**src/rtl/stopwatch_ctrl_if.sv**
```systemverilog
// Command, digit read-back and counter-control bundle between the stopwatch
// controller and its two external decade counters.
interface stopwatch_ctrl_if;
  logic       start;
  logic       stop;
  logic       clear;
  logic       preset_valid;
  logic [3:0] preset_tens;
  logic [3:0] preset_units;
  logic [3:0] units_q;
  logic [3:0] tens_q;
  logic       units_en;
  logic       tens_en;
  logic       cnt_load;
  logic [3:0] units_din;
  logic [3:0] tens_din;
  logic [1:0] state;
  logic       done;
  logic       preset_err;

  modport master (
    output start, stop, clear, preset_valid, preset_tens, preset_units,
    output units_q, tens_q,
    input  units_en, tens_en, cnt_load, units_din, tens_din,
    input  state, done, preset_err
  );

  modport slave (
    input  start, stop, clear, preset_valid, preset_tens, preset_units,
    input  units_q, tens_q,
    output units_en, tens_en, cnt_load, units_din, tens_din,
    output state, done, preset_err
  );
endinterface

```
**src/rtl/stopwatch_ctrl.sv**
```systemverilog
// Two-digit BCD stopwatch controller: sequences start/stop/clear/preset commands
// and paces an external pair of decade counters with a programmable prescaler.
module stopwatch_ctrl #(
  parameter int PRESCALE  = 4,
  parameter int AUTO_STOP = 0
) (
  input  logic            clock,
  input  logic            reset_n,
  stopwatch_ctrl_if.slave bus
);

  typedef enum logic [1:0] {
    IDLE  = 2'b00,
    RUN   = 2'b01,
    PAUSE = 2'b10,
    LOAD  = 2'b11
  } state_t;

  localparam logic [7:0] PRESC_MAX = 8'(PRESCALE - 1);

  state_t     r_state, w_state_nxt;
  logic [7:0] r_presc, w_presc_nxt;
  logic [3:0] r_load_u, w_load_u_nxt;
  logic [3:0] r_load_t, w_load_t_nxt;
  logic       r_done, w_done_nxt;
  logic       r_perr, w_perr_nxt;
  logic       w_tick;
  logic       w_rollover;
  logic [3:0] w_sat_u, w_sat_t;
  logic       w_bad_preset;

  // Out-of-range BCD digits are clamped as they are captured.
  assign w_sat_u      = (bus.preset_units > 4'd9) ? 4'd9 : bus.preset_units;
  assign w_sat_t      = (bus.preset_tens  > 4'd9) ? 4'd9 : bus.preset_tens;
  assign w_bad_preset = (bus.preset_units > 4'd9) || (bus.preset_tens > 4'd9);

  assign w_rollover = w_tick && (bus.units_q == 4'd9) && (bus.tens_q == 4'd9);

  always_comb begin
    w_state_nxt  = r_state;
    w_presc_nxt  = r_presc;
    w_load_u_nxt = r_load_u;
    w_load_t_nxt = r_load_t;
    w_done_nxt   = 1'b0;
    w_perr_nxt   = 1'b0;
    w_tick       = 1'b0;
    case (r_state)
      IDLE: begin
        if (bus.clear) begin
          w_state_nxt  = LOAD;
          w_load_u_nxt = 4'd0;
          w_load_t_nxt = 4'd0;
        end else if (!bus.stop) begin
          if (bus.start) begin
            w_state_nxt = RUN;
            w_presc_nxt = 8'd0;
          end else if (bus.preset_valid) begin
            w_state_nxt  = LOAD;
            w_load_u_nxt = w_sat_u;
            w_load_t_nxt = w_sat_t;
            w_perr_nxt   = w_bad_preset;
          end
        end
      end
      RUN: begin
        if (bus.clear) begin
          w_state_nxt  = LOAD;
          w_load_u_nxt = 4'd0;
          w_load_t_nxt = 4'd0;
          w_presc_nxt  = 8'd0;
        end else if (bus.stop) begin
          // Prescaler phase is held so a resume continues mid-period.
          w_state_nxt = PAUSE;
        end else begin
          w_tick      = (r_presc == PRESC_MAX);
          w_presc_nxt = w_tick ? 8'd0 : r_presc + 8'd1;
          w_done_nxt  = w_rollover;
          if (w_rollover && (AUTO_STOP != 0)) w_state_nxt = IDLE;
        end
      end
      PAUSE: begin
        if (bus.clear) begin
          w_state_nxt  = LOAD;
          w_load_u_nxt = 4'd0;
          w_load_t_nxt = 4'd0;
          w_presc_nxt  = 8'd0;
        end else if (!bus.stop && bus.start) begin
          w_state_nxt = RUN;
        end
      end
      LOAD: begin
        w_state_nxt = IDLE;
      end
      default: begin
        w_state_nxt = IDLE;
      end
    endcase
  end

  always_ff @(posedge clock or negedge reset_n) begin
    if (!reset_n) begin
      r_state  <= IDLE;
      r_presc  <= 8'd0;
      r_load_u <= 4'd0;
      r_load_t <= 4'd0;
      r_done   <= 1'b0;
      r_perr   <= 1'b0;
    end else begin
      r_state  <= w_state_nxt;
      r_presc  <= w_presc_nxt;
      r_load_u <= w_load_u_nxt;
      r_load_t <= w_load_t_nxt;
      r_done   <= w_done_nxt;
      r_perr   <= w_perr_nxt;
    end
  end

  // Enables only exist in RUN, so they can never coincide with cnt_load.
  assign bus.units_en   = w_tick;
  assign bus.tens_en    = w_tick && (bus.units_q == 4'd9);
  assign bus.cnt_load   = (r_state == LOAD);
  assign bus.units_din  = r_load_u;
  assign bus.tens_din   = r_load_t;
  assign bus.state      = r_state;
  assign bus.done       = r_done;
  assign bus.preset_err = r_perr;

endmodule

```
**src/flat_wrapper.sv**
```systemverilog
// flat-port wrapper written by rule: the top's interface ports become plain ports
module stopwatch_ctrl_flat 
#(
  parameter int PRESCALE  = 4,
  parameter int AUTO_STOP = 0
)
  (clock, reset_n, bus_start, bus_stop, bus_clear, bus_preset_valid, bus_preset_tens, bus_preset_units, bus_units_q, bus_tens_q, bus_units_en, bus_tens_en, bus_cnt_load, bus_units_din, bus_tens_din, bus_state, bus_done, bus_preset_err);
  stopwatch_ctrl_if bus_i ();
  input  logic clock;
  input  logic reset_n;
  input wire logic [$bits(bus_i.start)-1:0] bus_start;
  input wire logic [$bits(bus_i.stop)-1:0] bus_stop;
  input wire logic [$bits(bus_i.clear)-1:0] bus_clear;
  input wire logic [$bits(bus_i.preset_valid)-1:0] bus_preset_valid;
  input wire logic [$bits(bus_i.preset_tens)-1:0] bus_preset_tens;
  input wire logic [$bits(bus_i.preset_units)-1:0] bus_preset_units;
  input wire logic [$bits(bus_i.units_q)-1:0] bus_units_q;
  input wire logic [$bits(bus_i.tens_q)-1:0] bus_tens_q;
  output wire logic [$bits(bus_i.units_en)-1:0] bus_units_en;
  output wire logic [$bits(bus_i.tens_en)-1:0] bus_tens_en;
  output wire logic [$bits(bus_i.cnt_load)-1:0] bus_cnt_load;
  output wire logic [$bits(bus_i.units_din)-1:0] bus_units_din;
  output wire logic [$bits(bus_i.tens_din)-1:0] bus_tens_din;
  output wire logic [$bits(bus_i.state)-1:0] bus_state;
  output wire logic [$bits(bus_i.done)-1:0] bus_done;
  output wire logic [$bits(bus_i.preset_err)-1:0] bus_preset_err;
  assign bus_i.start = bus_start;
  assign bus_i.stop = bus_stop;
  assign bus_i.clear = bus_clear;
  assign bus_i.preset_valid = bus_preset_valid;
  assign bus_i.preset_tens = bus_preset_tens;
  assign bus_i.preset_units = bus_preset_units;
  assign bus_i.units_q = bus_units_q;
  assign bus_i.tens_q = bus_tens_q;
  assign bus_units_en = bus_i.units_en;
  assign bus_tens_en = bus_i.tens_en;
  assign bus_cnt_load = bus_i.cnt_load;
  assign bus_units_din = bus_i.units_din;
  assign bus_tens_din = bus_i.tens_din;
  assign bus_state = bus_i.state;
  assign bus_done = bus_i.done;
  assign bus_preset_err = bus_i.preset_err;
  stopwatch_ctrl #(.PRESCALE(PRESCALE), .AUTO_STOP(AUTO_STOP)) u_core (.clock(clock), .reset_n(reset_n), .bus(bus_i));
endmodule
```
**config.mk**
```make
export PLATFORM = sky130hd
export DESIGN_NAME = stopwatch_ctrl_flat
export DESIGN_NICKNAME = d
export VERILOG_FILES = /design/src/rtl/stopwatch_ctrl_if.sv /design/src/rtl/stopwatch_ctrl.sv /design/src/flat_wrapper.sv
export SDC_FILE = /design/constraint.sdc
export NUM_CORES = 1
export LEC_CHECK = 0
export CAP_MARGIN = 20
export CELL_PAD_IN_SITES_DETAIL_PLACEMENT = 1
export CELL_PAD_IN_SITES_GLOBAL_PLACEMENT = 2
export CORE_MARGIN = 4
export CORE_UTILIZATION = 24
export CTS_CLUSTER_DIAMETER = 40
export CTS_CLUSTER_SIZE = 28
export DETAILED_ROUTE_END_ITERATION = 16
export GPL_ROUTABILITY_DRIVEN = 1
export GPL_TIMING_DRIVEN = 0
export PLACE_DENSITY_LB_ADDON = 0.08
export SYNTH_ARGS = -nofsm -noshare
export SYNTH_HDL_FRONTEND = slang
export SYNTH_SLANG_ARGS = --single-unit
```
**constraint.sdc**
```tcl
create_clock -name clock -period 2.15 [get_ports clock]
set_clock_uncertainty 0.1 [all_clocks]
set_input_delay 0.43 -clock clock [delete_from_list [all_inputs] [get_ports clock]]
set_output_delay 0.43 -clock clock [all_outputs]
set_load 0.1 [all_outputs]
```
Figure 1. Metal 1 (run 1).
Scale: 6 px per µm. Supply wires on this layer in gray. Cells faint in the background.
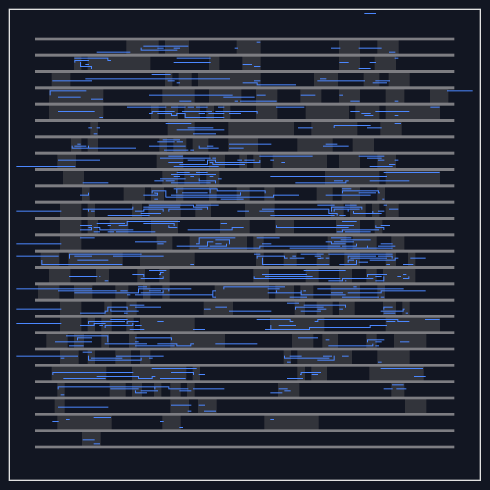
longest straight run: 23.9 µm
wire length on this layer: 1,600 µm
nets with wire on the layer: 184
main direction: horizontal

Figure 2. Signal wires on met2 (run 1).
Scale: 6 px per µm.
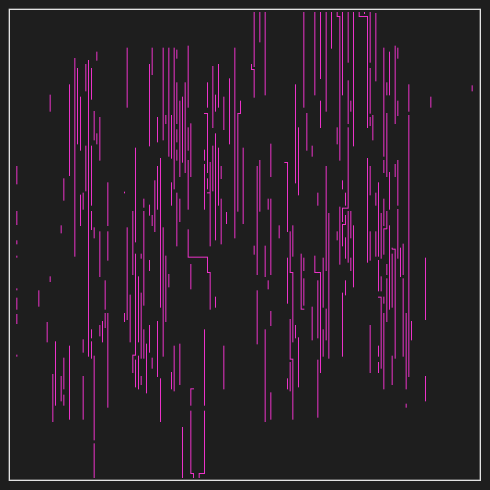
main direction: vertical
nets with wire on the layer: 190
share of all routed wire: 54%
longest straight run: 49.3 µm
wire length on this layer: 2,010 µm

Figure 3. The metal 3 layer (run 1).
Scale: 8 px per µm. Cells faint in the background.
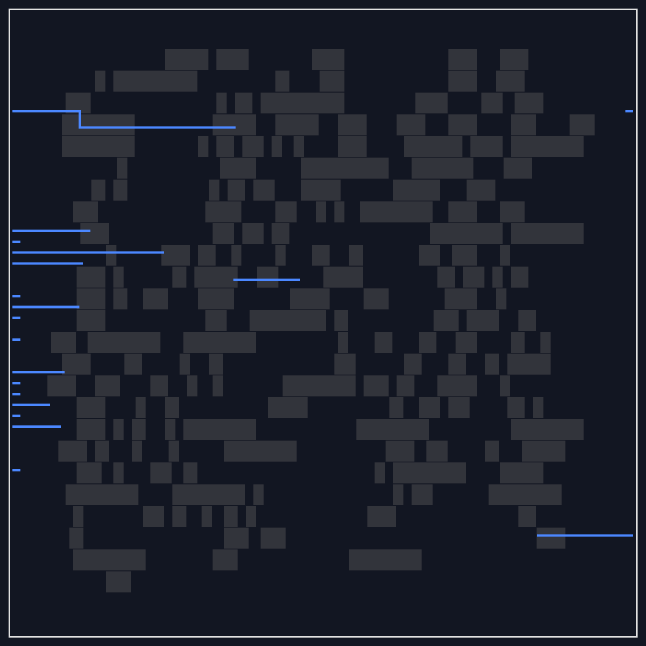
nets with wire on the layer: 18
share of all routed wire: 3.1%
main direction: horizontal
wire length on this layer: 117 µm

==> impl_metrics.yaml, run 1 <==
# flow metrics
run_status:
  run_status: "finished with violations"
  violations_in_the_final_reports: "negative setup slack"
final_timing:
  timing.fmax_mhz: 365.9
  final-max-slew-violation-count: 0
  slew_headroom_pct: 35.58
  timing.final.crit_share_pct: 127.1
  timing.final.ws_setup_ps: -582.9
  setup_tns_ps: -1072
  finalSetupViolations: 2
  timing_worst_slew_pin_value_ps: 970.1
  rsz0062_at_grt: "true"
  timing_hold_violations_final: 0
  final_period_minus_worst_setup_slack_ps: 2733
clock_network:
  clkTransAtPathRegs_ps: 80
  cts_max_path_buffers: 2
  tritoncts.num_buffers: 3
  h-tree-depth: 1
  cts.sink_count: 20
  tritoncts: "yes"
  clock_tree.root_cell: "clkbuf_8"
critical_path:
  path_delay_family: "simple AND/OR/NAND/NOR gates"
  cp_launch_type: "flop"
  max_stage_delay_ps: 480
  setup.worst_path.class: "reg2out"
  timing.critical_path.cells: "ha_4 > or4b_4 > or4_4 > nor4_4 > buf_6"
  worst-path-max-fanout: 3
  worst_ep_required_time_ps: 1620
  timing.critical_path.to_type: "output port"
  ff2ff_path_depth: 6
  timing.critical_path.slowest_stage_cell: "or4_4"
  crit_buf_inv: 1
layout:
  num_antenna_cells: 0
  design.final.nets: 208
  instances_no_fill: 247
  summed_area_of_non_filler_cells_in_the_final_layout_um2: 1892
  layout-drive-gt1-share_pct: 21.11
drt:
  wirelength_um: 3744
  drtAntennaViolNets: 0
  vias_per_cell: 4.810
  via_count: 1188
  first_pass_iters: 4
  drcViolationCount: 0
synthesis:
  postSynth.topFlopCell: "dfrtp_1"
  post_synth_instance_area_um2: 1185
  netlist.top_cell.by_instances: "nand2_1"
  commonest_cells_in_the_synthesized_netlist: "23 x nand2_1, 20 x dfrtp_1, 11 x o21ai_0, 8 x inv_1, 6 x nand2b_1"
  ys_types: 36
  edf_count: 0
  synth.top_cell.area_share_pct: 42.24
  synth_nets: 157
  synth-area-yosys_um2: 1185
  synth_cells: 130
  postSynthAreaPerCell_um2: 9.115
  synth_flops: 20
  yosys-top-cells-area: "dfrtp_1 42%, nand2_1 7.3%, ha_1 5.3%"
  yosys-stat-cells: 130
  yosysWarnings: 0
  synth_area_leader_cell: "dfrtp_1"
  synth_async_sr_flop_share_pct: 100.0
run:
  stage_log_warnings: 32
  maxCapViolations: 0
die:
  die_width_um: 78.27
  die_h_um: 78.27
  num_rows: 25
  number_of_i_o_pins: 37
  fp_util_pct: 24.92
  die-area_um2: 6125
power:
  comb_power_share_pct: 63.6
  p_switching_uw: 1326
  power_density_nw_per_um2: 1331
  power.switching_fraction_pct: 52.68
  seq_power_share_pct: 21.2
  p_leak_uw: 0.0007859
min_path:
  min_path_type: "in2async"
placed_design:
  gpl_wtd_cong: 0.7586
  dp_hpwl_um: 2846
global_route:
  grt_overflow_total: 0
  vias_in_the_first_global_route: 1331
  global_route_wire_length_before_repair_um: 6375
  grt_usage_pct: 12.86
## run 1: layout by cell type, fill, tap and decap left out, types with 3 or more instances in the layout
master,count
nand3_1,5
nor3_1,3
nor2_1,3
inv_1,8
nand4_1,3
clkbuf_8,3
o211ai_1,3
o21ai_0,10
dlygate4sd2_1,11
nand2_1,23
clkdlybuf4s50_1,21
buf_6,3
o2bb2ai_1,4
nand2b_1,6
dfrtp_1,18
buf_4,9
## run 1: power by group through the flow
stage               registers (µW)  clock network [µW]  logic [µW]
global placement               543                   0        1440
CTS                            537                 397        1490
global route                   551                 415        1710
detailed placement             548                   0        1480
floorplan                     1040                   0         592
finish                         534                 382        1600
## run 1: kinds of logic after synthesis
family / Yosys count / synth area share, %
multiplexers: 2 / 1.690
flip-flops: 20 / 42.24
adder cells (fa/ha/maj): 5 / 5.280
AND-OR/OR-AND: 32 / 18.69
buffers and inverters: 11 / 3.485
AND/OR/NAND/NOR: 60 / 28.62
## run 1: flip-flops by register name, indices dropped and copies added, names as in the netlist
register	cells
u_core.bus.preset_err	1
u_core.bus.state	2
u_core.bus.tens_din	4
u_core.bus.units_din	4
u_core.r_presc	8
u_core.bus.done	1
## run 1: worst paths after layout
path | from | to
worst max register to register | u_core.r_presc[0] | u_core.bus.done
worst max-delay path | u_core.r_presc[0] | bus_tens_en
max in group asynchronous | reset_n | u_core.bus.state[0]
worst min-delay path | reset_n | u_core.r_presc[7]
worst min register to register | u_core.bus.tens_din[1] | u_core.bus.tens_din[1]
min in group clock | u_core.bus.tens_din[1] | u_core.bus.tens_din[1]
## run 1: metrics by stage
step | setup WS (ps) | utilization (%)
2_1_floorplan | -998.4 | -
3_3_place_gp | -1453 | 34.89
3_5_place_dp | -1424 | 34.89
4_1_cts | -601.9 | 37.92
5_1_grt | -662.4 | 39.79
6_report | -582.9 | 39.79
## run 1: routing by layer
layer	GRT usage, %	up-vias	routed length (µm)
met5	0	-	0
met4	4.021	0	19
met3	2.867	2	116
met2	23.63	18	2013
met1	14.69	584	1595
li1	-	584	-
## run 1: timing repair
item / CTS / global route
resized: 37 / 14
setup endpoints to repair: 32 / 19
pin swaps: 4 / 1
hold buffers: 0 / 0
setup buffers: 6 / 4
## run 1: final cells by class
type / instances / area [µm²]
fillers: 559 / 2863
multi-input cells: 99 / 730.7
flip-flops and latches: 20 / 508.0
repair buffers: 46 / 445.4
well taps: 67 / 83.83
clock buffers: 3 / 41.29
clock inverters: 1 / 30.03
inverters: 8 / 30.03
plain buffers: 3 / 22.52
==> run 1 -> run 2 <==
--- a/config.mk
+++ b/config.mk
@@ -5,14 +5,14 @@
 export SDC_FILE = /design/constraint.sdc
 export NUM_CORES = 1
 export LEC_CHECK = 0
-export CAP_MARGIN = 20
 export CELL_PAD_IN_SITES_DETAIL_PLACEMENT = 1
 export CELL_PAD_IN_SITES_GLOBAL_PLACEMENT = 2
 export CORE_MARGIN = 4
-export CORE_UTILIZATION = 24
+export CORE_UTILIZATION = 30
 export CTS_CLUSTER_DIAMETER = 40
 export CTS_CLUSTER_SIZE = 28
 export DETAILED_ROUTE_END_ITERATION = 16
+export DONT_BUFFER_PORTS = 1
 export GPL_ROUTABILITY_DRIVEN = 1
 export GPL_TIMING_DRIVEN = 0
 export PLACE_DENSITY_LB_ADDON = 0.08
Figure 4. Clock wires, drivers and flops (run 2).
Scale: 4 px per µm.
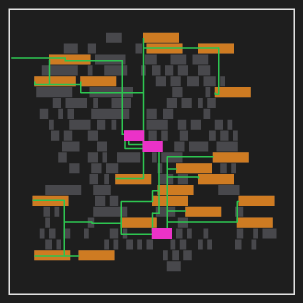
legend:
  clock drivers:
    color: magenta
    count: 3
  clock wires:
    color: green
    length: 347 µm
  flip-flops:
    color: orange
    count: 20
flops lie: widely spread
routed clock nets: 4

Figure 5. Routing congestion (run 2).
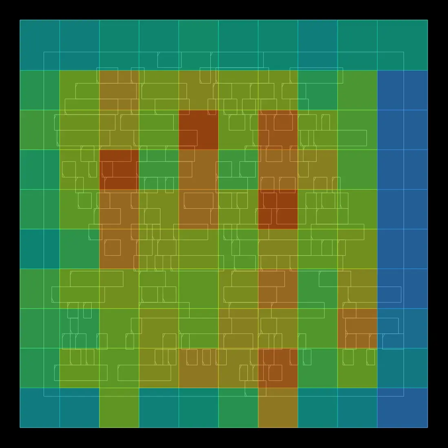
met3 capacity usage during global routing: 3.267%
post-layout util: 41.84%
WL/cell: 17.85 µm
met2 Usage GRT: 25.03%

==> run 2 against run 1 <==
The flow still finishes with violations (negative setup slack). Via count fell by 12%. Synthesized cell count did not move. Global-route usage increased by 1.3 points. Sequential share of layout area increased by 5.6 points. Sequential power rose by 100%. Non-clock buffer count down 36. Fmax fell by 21%. Total power up 0.89%. Area after synthesis unchanged. Critical endpoint unchanged. Largest cell class unchanged. Largest power group unchanged.
==> impl_metrics.yaml, run 2 <==
# flow metrics
layout:
  largest_reg_by_ff_count: "u_core.r_presc"
  final_layout_top_logic_cell: "nand2_1"
  design.final.nets: 172
  final_layout_top_logic_cells: "23 x nand2_1, 18 x dfrtp_1, 10 x o21ai_0, 9 x buf_4"
  layout-drive-gt1-share_pct: 28.47
run:
  stage_log_warnings: 32
  maxCapViolations: 0
clock_network:
  h-tree-depth: 1
  tritoncts.num_buffers: 3
synthesis:
  postSynthAreaPerCell_um2: 9.115
  synth_nets: 157
  synth_flops: 20
  netlist.top_cell.by_instances: "nand2_1"
  synth_async_sr_flop_share_pct: 100.0
  post_synth_instance_area_um2: 1185
  ys_types: 36
  yosys-top-cells-area: "dfrtp_1 42%, nand2_1 7.3%, ha_1 5.3%"
  synth_cells: 130
die:
  die_h_um: 70.85
  die_width_um: 70.85
  fp_util_pct: 31.65
  number_of_i_o_pins: 37
critical_path:
  setup.worst_path.class: "reg2out"
  worst-path-max-fanout: 3
  r2r_end: "u_core.bus.done"
  timing.critical_path.to_type: "output port"
  worst_ep_required_time_ps: 1620
  launch_point_of_the_critical_path: "u_core.r_presc[0]"
  ff2ff_path_depth: 5
  worst_flop_to_flop_path_startpoint: "u_core.r_presc[0]"
global_route:
  grt_overflow_total: 0
  global_route_wire_length_before_repair_um: 5595
  grt_usage_pct: 14.16
final_timing:
  final-max-slew-violation-count: 0
  timing_hold_violations_final: 0
  timing.final.crit_share_pct: 160.6
  final_period_minus_worst_setup_slack_ps: 3453
  timing.final.ws_setup_ps: -1303
  finalSetupViolations: 3
drt:
  first_pass_iters: 4
  vias_per_cell: 5.422
  wirelength_um: 3428
  via_count: 1041
run_status:
  run_status: "finished with violations"
  violations_in_the_final_reports: "negative setup slack"
min_path:
  timing.hold.worst_endpoint: "u_core.bus.preset_err"
  min_path_type: "in2reg"
power:
  power_density_nw_per_um2: 1622
placed_design:
  place_worst_setup_slack_ps: -1128
  gpl_wtd_cong: 0.7684
Figure 6. Metal 1 (run 2).
Scale: 6 px per µm. Supply wires on this layer in gray. Cells faint in the background.
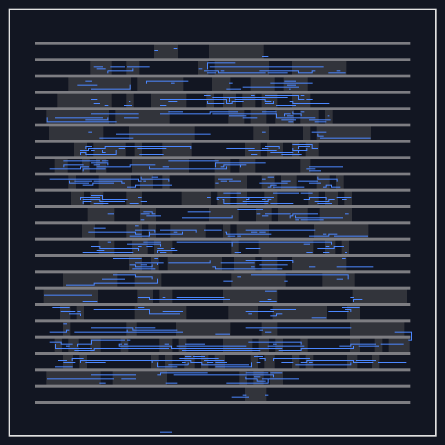
nets with wire on the layer: 155
share of all routed wire: 40%
longest straight run: 25.8 µm
main direction: horizontal
wire length on this layer: 1,380 µm

[run 2: cell counts after synthesis]
No cell type changed its count.
[run 2: worst max path at each step]
stage	end	slack [ps]	cells past startpoint
floorplan	bus_tens_en	-1000	4
global route	bus_tens_en	-1370	4
global placement	bus_tens_en	-1130	4
detailed placement	bus_tens_en	-1130	4
CTS	bus_tens_en	-1320	4
finish	bus_tens_en	-1300	4
[run 2: worst max-delay path, cell delays in order (launching register included)]
cell     delay, ps
dfrtp_1        380
ha_2           180
or4b_4         470
or4_4          480
nor4_4        1140
[run 2: power by group]
group	switching, µW	internal, µW
Sequential	611	459
Combinational	611	469
Clock	141	249
[run 2: logic make-up (layout without fill, tap and decap cells)]
kind of cell	after synthesis	after routing	share of synthesized area, %
AOI/OAI and AO/OA	32	32	18.69
muxes	2	2	1.690
DFF	20	20	42.24
buffers and inverters	11	25	3.485
and+or+nand+nor	60	60	28.62
adders and majority gates	5	5	5.280
[run 2: area by class of cell]
type | count | area, µm²
buffer | 2 | 17.52
clock buffer | 3 | 41.29
clock inverter | 1 | 30.03
fill | 457 | 2177
inverter | 8 | 35.03
multi-input combinational | 99 | 785.8
sequential | 20 | 508.0
tap | 48 | 60.06
timing repair buffer | 11 | 88.84
[run 2: per-layer routing]
metal	GRT usage [%]	routed length, µm
met1	17.24	1378
met2	25.03	1855
met3	3.267	159
met4	3.758	34
met5	0	0
[run 2: repair_timing]
action                                 4_1_cts  5_1_grt
setup endpoints to repair                   21       13
hold buffers                                 1        0
buffers inserted                             7        3
pin swaps                                    4        4
endpoints found under the hold margin       20        0
resized                                     16       12
[run 2: stage by stage]
step / instances / total power [µW] / hold slack [ps]
after global routing: 192 / 2684 / 140.0
after floorplan: 130 / 1631 / 34.41
after CTS: 189 / 2422 / 131.6
after detailed placement: 178 / 1814 / 35.13
final: 192 / 2540 / 143.1
after global placement: 178 / 1793 / 34.94
Power and IR drop assume default switching activity.
